## src/rtl/fifo_pkt_reader.sv

```systemverilog
`default_nettype none
// ============================================================================
// Module      : fifo_pkt_reader
// Description : Drains a show-ahead FIFO in fixed-size packets onto a
//               valid/ready stream. A burst starts when a full packet is
//               available, or when flush_i asks for the partial packet
//               currently held. The output side is a two-entry buffer
//               (output register + skid register), so the stream outputs
//               are registered and full throughput is kept under
//               back-pressure.
// Ports       : clk_i / rst_i            clock, async active-high reset
//               fifo_rd_data_i           FIFO show-ahead data
//               fifo_empty_i             FIFO empty flag
//               fifo_used_words_i        FIFO occupancy (ADDR_WIDTH+1 bits)
//               fifo_rd_o                FIFO pop strobe (combinational)
//               flush_i                  emit current partial packet
//               tdata_o/tvalid_o/tlast_o stream outputs
//               tready_i                 stream ready
//               busy_o                   high while a burst is in progress
// Revision    : 1.0 - initial release
// ============================================================================
module fifo_pkt_reader #(
    parameter int DATA_WIDTH = 8,
    parameter int ADDR_WIDTH = 3,
    parameter int PKT_WORDS  = 4
) (
    input  logic                  clk_i,
    input  logic                  rst_i,
    input  logic [DATA_WIDTH-1:0] fifo_rd_data_i,
    input  logic                  fifo_empty_i,
    input  logic [ADDR_WIDTH:0]   fifo_used_words_i,
    output logic                  fifo_rd_o,
    input  logic                  flush_i,
    output logic [DATA_WIDTH-1:0] tdata_o,
    output logic                  tvalid_o,
    output logic                  tlast_o,
    input  logic                  tready_i,
    output logic                  busy_o
);

    localparam int                  c_cnt_w    = $clog2(PKT_WORDS + 1);
    localparam logic [c_cnt_w-1:0]  c_one      = c_cnt_w'(1);
    localparam logic [c_cnt_w-1:0]  c_pkt_left = c_cnt_w'(PKT_WORDS);
    localparam logic [ADDR_WIDTH:0] c_pkt_used = (ADDR_WIDTH + 1)'(PKT_WORDS);

    typedef enum logic [0:0] {
        IDLE  = 1'b0,
        BURST = 1'b1
    } state_t;

    state_t                state_q,   state_d;
    logic [c_cnt_w-1:0]    rd_left_q, rd_left_d;
    logic [1:0]            buf_cnt_q, buf_cnt_d;
    // Buffer entries are {tlast, data}; out_q is always the oldest entry.
    logic [DATA_WIDTH:0]   out_q,     out_d;
    logic [DATA_WIDTH:0]   skid_q,    skid_d;

    logic                  w_fifo_rd;
    logic                  w_beat;
    logic [DATA_WIDTH:0]   w_new;

    always_comb begin
        // Pop only when there is room in the buffer; this is what keeps
        // words from being lost when the stream stalls.
        w_fifo_rd = (state_q == BURST) && (rd_left_q != '0) &&
                    !fifo_empty_i && (buf_cnt_q != 2'd2);
        w_beat    = (buf_cnt_q != 2'd0) && tready_i;
        w_new     = {(rd_left_q == c_one), fifo_rd_data_i};

        state_d   = state_q;
        rd_left_d = rd_left_q;
        case (state_q)
            IDLE: begin
                if (fifo_used_words_i >= c_pkt_used) begin
                    state_d   = BURST;
                    rd_left_d = c_pkt_left;
                end else if (flush_i && !fifo_empty_i) begin
                    // Occupancy is below PKT_WORDS here, so it fits the counter.
                    state_d   = BURST;
                    rd_left_d = c_cnt_w'(fifo_used_words_i);
                end
            end
            BURST: begin
                if (rd_left_q == '0) begin
                    // Only reachable if the FIFO flags disagree; recover.
                    state_d = IDLE;
                end else if (w_fifo_rd) begin
                    rd_left_d = rd_left_q - c_one;
                    if (rd_left_q == c_one) begin
                        state_d = IDLE;
                    end
                end
            end
            default: state_d = IDLE;
        endcase

        out_d     = out_q;
        skid_d    = skid_q;
        buf_cnt_d = buf_cnt_q;
        case (buf_cnt_q)
            2'd0: begin
                if (w_fifo_rd) begin
                    out_d     = w_new;
                    buf_cnt_d = 2'd1;
                end
            end
            2'd1: begin
                if (w_fifo_rd && w_beat) begin
                    out_d = w_new;
                end else if (w_beat) begin
                    buf_cnt_d = 2'd0;
                end else if (w_fifo_rd) begin
                    skid_d    = w_new;
                    buf_cnt_d = 2'd2;
                end
            end
            2'd2: begin
                // No pop is possible when full, so only a beat moves data.
                if (w_beat) begin
                    out_d     = skid_q;
                    buf_cnt_d = 2'd1;
                end
            end
            default: buf_cnt_d = 2'd0;
        endcase
    end

    always_ff @(posedge clk_i or posedge rst_i) begin
        if (rst_i) begin
            state_q   <= IDLE;
            rd_left_q <= '0;
            buf_cnt_q <= 2'd0;
            out_q     <= '0;
            skid_q    <= '0;
        end else begin
            state_q   <= state_d;
            rd_left_q <= rd_left_d;
            buf_cnt_q <= buf_cnt_d;
            out_q     <= out_d;
            skid_q    <= skid_d;
        end
    end

    assign fifo_rd_o = w_fifo_rd;
    assign tvalid_o  = (buf_cnt_q != 2'd0);
    assign tdata_o   = out_q[DATA_WIDTH-1:0];
    assign tlast_o   = out_q[DATA_WIDTH];
    assign busy_o    = (state_q == BURST);

endmodule
`default_nettype wire
```

## config.mk

```make
export PLATFORM = sky130hd
export DESIGN_NAME = fifo_pkt_reader
export DESIGN_NICKNAME = d
export VERILOG_FILES = /design/src/rtl/fifo_pkt_reader.sv
export SDC_FILE = /design/constraint.sdc
export NUM_CORES = 1
export LEC_CHECK = 0
export ABC_AREA = 1
export CAP_MARGIN = 20
export CORE_MARGIN = 10
export CORE_UTILIZATION = 29
export CTS_BUF_LIST = sky130_fd_sc_hd__clkbuf_4 sky130_fd_sc_hd__clkbuf_8
export DETAILED_ROUTE_END_ITERATION = 7
export PLACE_DENSITY = 0.47
export SYNTH_ARGS = -nofsm -noshare
export SYNTH_HDL_FRONTEND = slang
export SYNTH_SLANG_ARGS = --single-unit
```

## constraint.sdc

```tcl
create_clock -name clk_i -period 2.2 [get_ports clk_i]
set_clock_uncertainty 0.15 [all_clocks]
set_input_delay 0.44 -clock clk_i [delete_from_list [all_inputs] [get_ports clk_i]]
set_output_delay 0.44 -clock clk_i [all_outputs]
set_load 0.02 [all_outputs]
```

**Run 1: selected gate families**

Scale: 3 px per um.
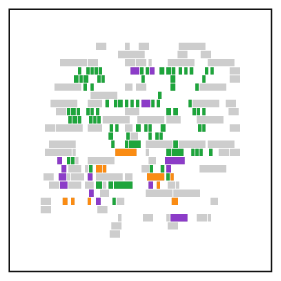
| family | color | cells |
|---|---|---|
| aoi and oai cells | purple | 14 |
| nor cells | orange | 10 |
| nand cells | green | 87 |
multi-input gate share of total cell area: 0.362
non-filler cells in the finished layout: 244
most frequently placed logic cell in the final layout: sky130_fd_sc_hd__nand2_1

**Run 1: routed clock nets over the placement**

Scale: 6 px per um.
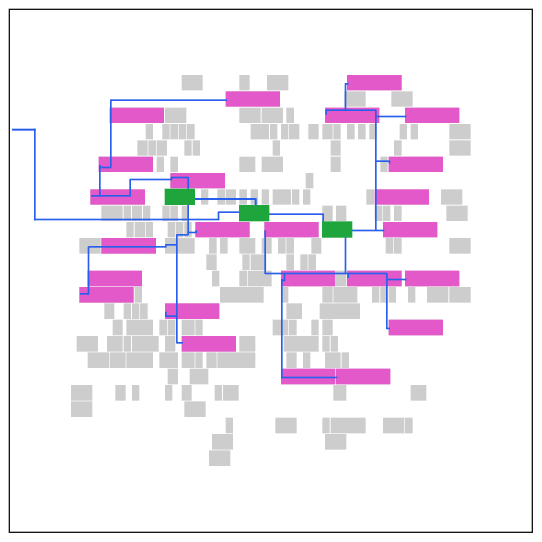
[flip-flops] magenta | count: 24
[clock-net drivers] green | count: 3
[clock wires] blue | length: 324 um
routed clock nets: 4
power share of the clock group: 0.128
source-to-sink clock delay at the later pin of the worst-skew pair: 0.26 ns
Clock Power: 0.297 mW

==> run notes, run 1 <==
Results of the flow run.

The area fraction of the largest cell type after synthesis is 0.462. STA classifies the critical path endpoint as a primary output. Per the detail_route report, DRC violations left total 0. The peak ir drop on the vdd network stands at 0.436 mV.

The most used flip-flop cell after synthesis is sky130_fd_sc_hd__dfrtp_1. The count of nets left with antenna violations once routing finished came out at 0. The library cells used most frequently in the layout, excluding fill and tap cells, are sky130_fd_sc_hd__nand2_1, sky130_fd_sc_hd__clkdlybuf4s50_1, sky130_fd_sc_hd__dfrtp_1, sky130_fd_sc_hd__nand3_1. The worst setup path is launched from a flop. The number of standard cells reported by yosys stands at 157. The number of nets in the layout stands at 213. The number of maximum-capacitance violations recorded for the run is 0. The number of primary I/O pins stands at 29. The root buffer cell chosen for the clock tree is sky130_fd_sc_hd__clkbuf_8. The register-to-register setup slack stands at ~0.36 ns.

The remaining max-slew budget at the tightest pin stands at 0.783. The final setup violation count stands at 0. During placement, the flow inserted port buffers numbering 28. For this design the ratio of total power to cell area is 1350 nW/um^2. The first global-routing pass estimated 5090 um of wire. The pin count of the biggest net entering global routing stands at 25. The flow ran to the end, and the final reports show no timing, DRC or antenna violations. The net count after synthesis stands at 177. The fraction of the cycle the final worst path needs stands at 0.952.

The initial antenna violation count was 0. The combinational group share of total power stands at 0.538. At the pin with the least slew margin, the transition time is 0.325 ns. Of all nets on the critical path, the largest fanout is 4. For this run, asynchronously set or reset flops after synthesis account for 1.00. The total routing resource utilization after global routing stands at 0.0819.

The sequential share of power stands at 0.334. The initial core utilization stands at 0.298. The leakage component of the power was reported as 0.863 nW. Setup repair after global routing left no endpoint under its margin. Per the OpenROAD floorplan log, the area of the core is around 4400 um^2. In this run the full chip footprint comes out at 7560 um^2. The repair_antennas step left the layout with diodes totalling 0. The initialized floorplan defines 24 standard-cell rows. Per the GRT congestion report, total overflow comes to 0. The number of stages on the worst hold path stands at 2. The chip height stands at 86.9 um. Pins over their slew limit in the final report were tallied at 0. By startpoint and endpoint, the worst setup path is classified as reg2out. The count of cell types in the netlist stands at 26. For reference, the critical path is launched at buf_cnt_q[1]. sky130_fd_sc_hd__dfrtp_1 takes more of the synthesized area than any other cell. The routed layout has 1077 vias.

The post-CTS setup-driven buffer insertion count stands at 0. The via count of the first global-routing pass stands at about 1100. TritonCTS reports the number of clock sinks as 24. STA reports the tightest min-delay check as being of type reg2reg. The arrival time of the worst setup path stands at 1.50 ns. The clock edge transition at the registers on the reported setup and hold paths stands at 0.08 ns. The first detailed-routing pass ran for 4 iterations. The number of cells on the worst reg-to-reg path is 9. The cell area after technology mapping stands at 1300 um^2. Looking at hold timing, the worst path starts from skid_q[4].

The horizontal die dimension reported for this design is slightly below 90 um. Per the run report, area growth between synthesis and finish was 32.4%. Of the synthesized area, sequential elements account for 0.462.

The synthesized chip area reported by yosys stands at 1300 um^2. Yosys printed 0 warnings. The placed wire-length estimate stands at 2310 um.

Looking at the clock tree report, the H-tree level count equals 1. Hold analysis lists the worst path endpoint as skid_q[4]. The count of endpoints failing hold in the final timing report stands at 0.

TritonCTS built the clock tree. The clock passes through at most 2 buffers. The routed design shows a wire length per standard cell of 12.0 um.

Counting every instance in the synthesized netlist gives around 160. The internal power summed over all cells stands at about 1.3 mW. The post-synth count of flops with an enable pin is 0. Per the OpenROAD power report, switching power amounts to 0.972 mW. The switching portion of total power comes to 0.420. For the worst reg-to-reg path, the endpoint reported by OpenROAD is out_q[6].

Looking at the reg2reg group, the worst path starts from rd_left_q[0]. The wire length after detailed routing stands at 2930 um. The routability-driven placement congestion ratio stands at 0.765. The fraction of layout instances using a drive strength above 1 stands at 0.151. The script logs the ratio of routed vias to standard cells as 4.41. The final critical path time including I/O delays and setup stands at 2.09 ns. The main area contributors are sky130_fd_sc_hd__dfrtp_1, sky130_fd_sc_hd__nand2_1, sky130_fd_sc_hd__nand3_1. OpenROAD emitted warnings numbering 28. The number of DRC violations after detailed-routing iteration 0 stands at approximately 55. The setup slack at placement stands at -0.177 ns.
**Run 1: clock routing**

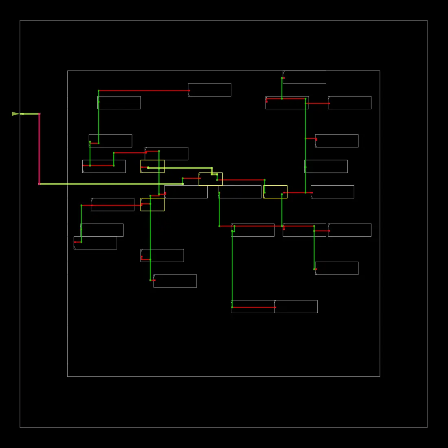
number of buffers inserted during clock tree synthesis: 3
count of clock buffers in the final design: 4

run 1: layer usage:
layer | up-vias | GRT usage | share of wire
li1 | 569 | - | -
met1 | 486 | 0.100 | 0.46
met2 | 20 | 0.135 | 0.48
met3 | 2 | 0.0300 | 0.055
met4 | 0 | 0.0133 | 0.0048
met5 | - | 0 | 0
run 1: layout make-up:
cell class / count / area, um^2
Clock buffer: 4 / 55.1
Fill cell: 444 / 2640
Inverter: 11 / 41.3
Multi-Input combinational cell: 117 / 622
Sequential cell: 24 / 601
Tap cell: 52 / 65.1
Timing Repair Buffer: 36 / 335
run 1: state kept, by name, indices dropped and copies added (netlist names):
signal     count
busy_o         1
out_q          9
skid_q         9
buf_cnt_q      2
rd_left_q      3
run 1: metrics by stage:
step                instances  utilization  area (um^2)  hold WS (ns)  total power, mW
global route              244        0.395         1720         0.360             2.55
CTS                       244        0.395         1720         0.332             2.36
detailed placement        240        0.383         1670         0.311             2.06
global placement          240        0.383         1670         0.305             2.04
floorplan                 157            -         1300         0.292             1.64
finish                    244        0.395         1720         0.324             2.32
run 1: how the worst max path moves through the flow:
stage	end	depth (start not counted)	slack, ns
final	tvalid_o	3	0.11
after global routing	tvalid_o	3	0.04
after CTS	tvalid_o	3	0.02
after detailed placement	fifo_rd_o	5	-0.18
after global placement	fifo_rd_o	5	-0.17
after floorplan	fifo_rd_o	5	0.57
run 1: synth_stat cells, types with 2 or more instances:
master / n
sky130_fd_sc_hd__nand2_4: 2
sky130_fd_sc_hd__ha_1: 3
sky130_fd_sc_hd__inv_2: 3
sky130_fd_sc_hd__buf_2: 3
sky130_fd_sc_hd__dfrtp_1: 24
sky130_fd_sc_hd__a21oi_1: 2
sky130_fd_sc_hd__inv_1: 8
sky130_fd_sc_hd__o21ai_0: 5
sky130_fd_sc_hd__nand3_1: 17
sky130_fd_sc_hd__nor2_1: 6
sky130_fd_sc_hd__nand2_1: 66
sky130_fd_sc_hd__buf_6: 2
sky130_fd_sc_hd__a22oi_1: 2
sky130_fd_sc_hd__o21ai_2: 2
run 1: cell families (layout without fill, tap and decap cells):
| family | count (synthesis) | in the layout | synth area share |
|---|---|---|---|
| simple gates | 97 | 97 | 0.346 |
| flops | 24 | 24 | 0.462 |
| compound gates | 16 | 16 | 0.0954 |
| buf+inv | 16 | 51 | 0.0607 |
| fa+ha+maj | 3 | 3 | 0.0289 |
| xor+xnor | 1 | 1 | 0.00674 |
run 1: worst max-delay path, stage by stage, from the launching register on:
cell                              delay (ns)
sky130_fd_sc_hd__dfrtp_1                0.45
sky130_fd_sc_hd__nor2_2                 0.20
sky130_fd_sc_hd__inv_1                  0.05
sky130_fd_sc_hd__clkdlybuf4s50_1        0.53
run 1: power by group through the flow:
stage,registers [mW],clock network (mW),logic [mW]
2_1_floorplan,0.868,0,0.769
3_3_place_gp,0.771,0,1.27
3_5_place_dp,0.779,0,1.28
4_1_cts,0.771,0.317,1.27
5_1_grt,0.801,0.340,1.41
6_report,0.774,0.297,1.24
run 1: timing repair:
action | CTS | global route
endpoints found under the setup margin | 1 | 2
gates resized | 1 | 3
endpoints found under the hold margin | 0 | 0
pin swaps | 0 | 0
==> run 2, diff against run 1 <==
Settings changed: CTS_CLUSTER_SIZE set to 10.
**Run 2: routed clock nets over the placement**

Scale: 6 px per um.
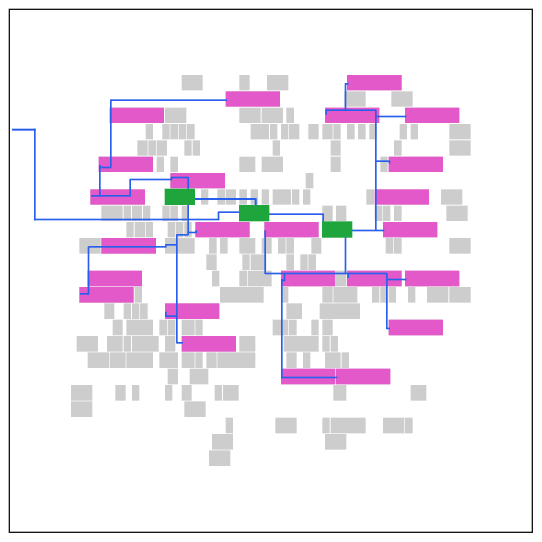
[clock-net drivers] green | count: 3
[clock wires] blue | length: 324 um
[flip-flops] magenta | count: 24
routed clock nets: 4

**Run 2: metal layers overlaid**

Scale: 3 px per um.
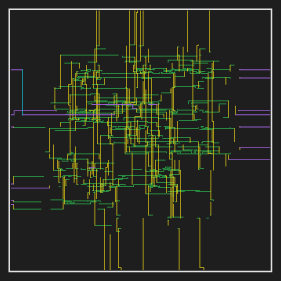
| layer | color | wire length |
|---|---|---|
| M3 | purple | 162 um |
| M1 | green | 1350 um |
| M4 | cyan | 15.0 um |
| M2 | yellow | 1410 um |
Global Route Usage Sum: 0.0819
routed wire length per instance: 12.0 um
via count of the routed design: 1077

**Run 2: selected gate families**

Scale: 3 px per um.
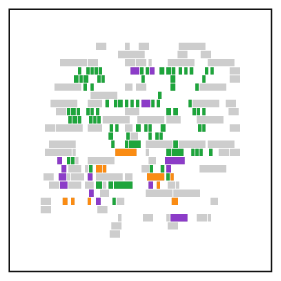
| family | color | cells |
|---|---|---|
| nand cells | green | 87 |
| nor cells | orange | 10 |
| aoi and oai cells | purple | 14 |

==> run 2 against run 1 <==
Against the previous run: core utilization did not move; clock power barely moved; sequential power barely moved; first-iteration DRC count did not move; synthesized cell count did not move; synthesized area did not move; non-clock buffer count did not move; total power did not move; wire length did not move.
==> run notes, run 2 <==
Results of the flow run.

Run status: finished clean (unchanged). The largest combinational cell category by area is simple AND/OR/NAND/NOR gates (unchanged). The number of max-cap violations was 0 (unchanged). The placed wire-length estimate stands at 2310 um (unchanged). The total of buffers placed on input and output ports stands at 28 (unchanged).

The dominant logic cell type in the layout was sky130_fd_sc_hd__nand2_1 (unchanged). The die outline area stands at 7560 um^2 (unchanged). The number of DRC violations after detailed-routing iteration 0 stands at 55 (unchanged). The cell area after technology mapping came to 1300 um^2 (unchanged). Top cells, area: sky130_fd_sc_hd__dfrtp_1, sky130_fd_sc_hd__nand2_1, sky130_fd_sc_hd__nand3_1 (unchanged). The initial core utilization stands at 0.298 (unchanged).

The and-or/or-and share of the synthesized area stands at 0.0954 (unchanged). The area growth from synthesis to final layout was 32.4% (unchanged). The wire length of the first global-routing pass stands at 5090 um (unchanged). Largest registers: out_q x9, skid_q x9, rd_left_q x3 (unchanged). The buffer type at the clock tree root is sky130_fd_sc_hd__clkbuf_8 (unchanged). The clock network latency to the later pin of the worst-skew pair was 0.26 ns (about the same). The synthesized chip area reported by yosys is 1300 um^2 (unchanged). The cell type with the highest aggregate area in the netlist was sky130_fd_sc_hd__dfrtp_1 (unchanged).

The number of remaining DRC errors was 0 (unchanged). The most used flip-flop cell after synthesis is sky130_fd_sc_hd__dfrtp_1 (unchanged). The slew at the pin closest to its max-slew limit was 0.325 ns (unchanged). The total number of placement rows stands at 24 (unchanged). The power density relative to cell area stands at 1350 nW/um^2 (unchanged). The fraction of the cycle the final worst path needs stands at 0.952 (unchanged). The warning count from the yosys run stands at 0 (unchanged).

The CTS tree was yes (unchanged). The fraction of layout instances using a drive strength above 1 stands at 0.151 (unchanged). The number of standard cells reported by yosys is 157 (unchanged).

The arithmetic-cell share of the synthesized area counting full adders, half adders and majority gates stands at 0.0289 (unchanged). The initial antenna violation count is 0 (unchanged). The total of flip-flops plus latches after synthesis is 24 (unchanged). The final antenna-violating net count stands at 0 (unchanged).

The beginning of the worst register-to-register path is rd_left_q[0] (unchanged). The largest fanout on the critical path stands at 4 (unchanged). The setup slack at placement came to -0.177 ns (unchanged). The number of antenna cells inserted stands at 0 (unchanged). The post-CTS setup-driven buffer insertion count stands at 0 (unchanged).

The class of the most critical hold timing path is reg2reg (unchanged). The number of nets in the layout is 213 (unchanged). The residual overflow from global routing was 0 (unchanged). The final standard cell area without fillers came to 1720 um^2 (unchanged). The peak ir drop on the vdd network was 0.436 mV (unchanged). Cell types with the highest counts after synthesis: sky130_fd_sc_hd__nand2_1, sky130_fd_sc_hd__dfrtp_1, sky130_fd_sc_hd__nand3_1 (unchanged).

The area fraction of the dominant cell type after synthesis stands at 0.462 (unchanged). The remaining max-slew budget at the tightest pin was 0.783 (unchanged). The cell area after placement stands at 1670 um^2 (unchanged).

The number of logged tool warnings stands at 28 (unchanged). The number of detailed-routing iterations run before antenna repair came to 4 (unchanged). The arrival time of the worst setup path stands at 1.50 ns (about the same). The largest buffer count on any clock path stands at 2 (unchanged). The hold path startpoint is skid_q[4] (unchanged). The post-placement cell count came to 240 (unchanged).

The net count after synthesis is 177 (unchanged). Most frequently placed logic cells in the final layout: sky130_fd_sc_hd__nand2_1, sky130_fd_sc_hd__clkdlybuf4s50_1, sky130_fd_sc_hd__dfrtp_1, sky130_fd_sc_hd__nand3_1 (unchanged). The clock edge transition at the registers on the reported setup and hold paths stands at 0.08 ns (about the same).

The number of CTS-inserted buffers came to 3 (unchanged). The category of the worst setup path launch point was a flop (unchanged). The max-slew violation count is 0 (unchanged).

The number of filler instances in the final layout stands at 444 (unchanged). The area of the core came to 4350 um^2 (unchanged). The count of H-tree levels built during CTS stands at 1 (unchanged). The synthesized instance count was 157 (unchanged). The most frequently used cell type in the post-synthesis netlist is sky130_fd_sc_hd__nand2_1 (unchanged). The overall power of the completed layout is 2.32 mW (unchanged). The final worst slack stands at 0.107 ns (unchanged).

Setup repair after global routing missed its margin: false (unchanged). The post-layout instance count excluding filler cells stands at 244 (unchanged). The area fraction in and, or, nand and nor cells is 0.346 (unchanged). The count of cell types in the netlist was 26 (unchanged). The routability-driven placement congestion ratio stands at 0.765 (unchanged). The overall die width is 86.9 um (unchanged).

The timing startpoint of the critical path is buf_cnt_q[1] (unchanged). The hold-fix buffer count after cts came to 0 (unchanged). The pin count of the biggest net entering global routing was 25 (unchanged). The via count of the first global-routing pass is 1094 (unchanged).

The synthesized area divided by synthesized cell count stands at 8.27 um^2 (unchanged). The count of library flops with an enable pin stands at 0 (unchanged). The final core utilization was 0.395 (unchanged).

The final critical path time including I/O delays and setup is 2.09 ns (unchanged). The mux cell area share after synthesis is 0 (unchanged). The required time of the critical path is 1.61 ns (about the same). The number of primary I/O pins stands at 29 (unchanged).

The wire length after detailed routing stands at 2930 um (unchanged). The type of destination of the critical path was a primary output (unchanged). The cell leakage power stands at 0.863 nW (unchanged). The ratio of routed vias to standard cells is 4.41 (unchanged). The sequential area share after synthesis came to 0.462 (unchanged). The chip height stands at 86.9 um (unchanged). The count of endpoints failing hold in the final timing report stands at 0 (unchanged). The fraction of synthesized cell area in xor and xnor cells stands at 0.00674 (unchanged). The final setup violation count is 0 (unchanged). The share of flip-flops with an asynchronous set or reset is 1.00 (unchanged). The critical path start-end classification is reg2out (unchanged).

The highest clock rate stands at 478 MHz (unchanged). The clock net sink count was 24 (unchanged).
## run 2: cell counts in the layout (fill, tap and decap cells not counted)
Identical to the previous run, type by type.
## run 2: timing repair
item / CTS / global route
resized: 1 / 3
pin swaps: 0 / 0
setup endpoints to repair: 1 / 2
## run 2: power breakdown
part	switching (mW)	internal, mW	total [mW]
Clock	0.137	0.160	0.297
Sequential	0.124	0.650	0.774
Combinational	0.711	0.533	1.24
Total	0.972	1.34	2.32
## run 2: routing by layer
layer,share of wire,GRT usage,vias to the layer above
met5,0,0,-
met4,0.0048,0.0133,0
met3,0.055,0.0300,2
met2,0.48,0.135,20
met1,0.46,0.100,486
li1,-,-,569
## run 2: worst paths after layout
check / slack, ns / end / cells past startpoint
worst max-delay path: 0.11 / tvalid_o / 3
worst min-delay path: 0.32 / skid_q[4] / 2
worst max register to register: 0.36 / out_q[6] / 9
worst min register to register: 0.32 / skid_q[4] / 2
max in group asynchronous: 1.29 / skid_q[3] / 3
min in group asynchronous: 0.37 / buf_cnt_q[0] / 3
## run 2: cells by family (layout without fill, tap and decap cells)
kind of cell | Yosys count | in the layout
buffers and inverters | 16 | 51
adder cells (fa/ha/maj) | 3 | 3
XOR/XNOR | 1 | 1
AND-OR/OR-AND | 16 | 16
AND/OR/NAND/NOR | 97 | 97
flip-flops | 24 | 24
## run 2: metrics by stage
stage | hold slack, ns | TNS (ns)
after floorplan | 0.292 | 0
after global placement | 0.305 | -0.171
after detailed placement | 0.311 | -0.177
after CTS | 0.332 | 0
after global routing | 0.360 | 0
final | 0.324 | 0
## run 2: final cells by class
class	count	area, um^2	area share
multi-input cells	117	622	0.362
clock buffers	4	55.1	0.0320
well taps	52	65.1	0.0378
inverters	11	41.3	0.0240
flip-flops and latches	24	601	0.349
repair buffers	36	335	0.195
## run 2: critical path, cell delays in order (launching register included)
cell and delay [ns]:
sky130_fd_sc_hd__dfrtp_1 0.45, sky130_fd_sc_hd__nor2_2 0.20, sky130_fd_sc_hd__inv_1 0.05, sky130_fd_sc_hd__clkdlybuf4s50_1 0.53
No activity file was given, so power comes from the tool's default toggle rates.
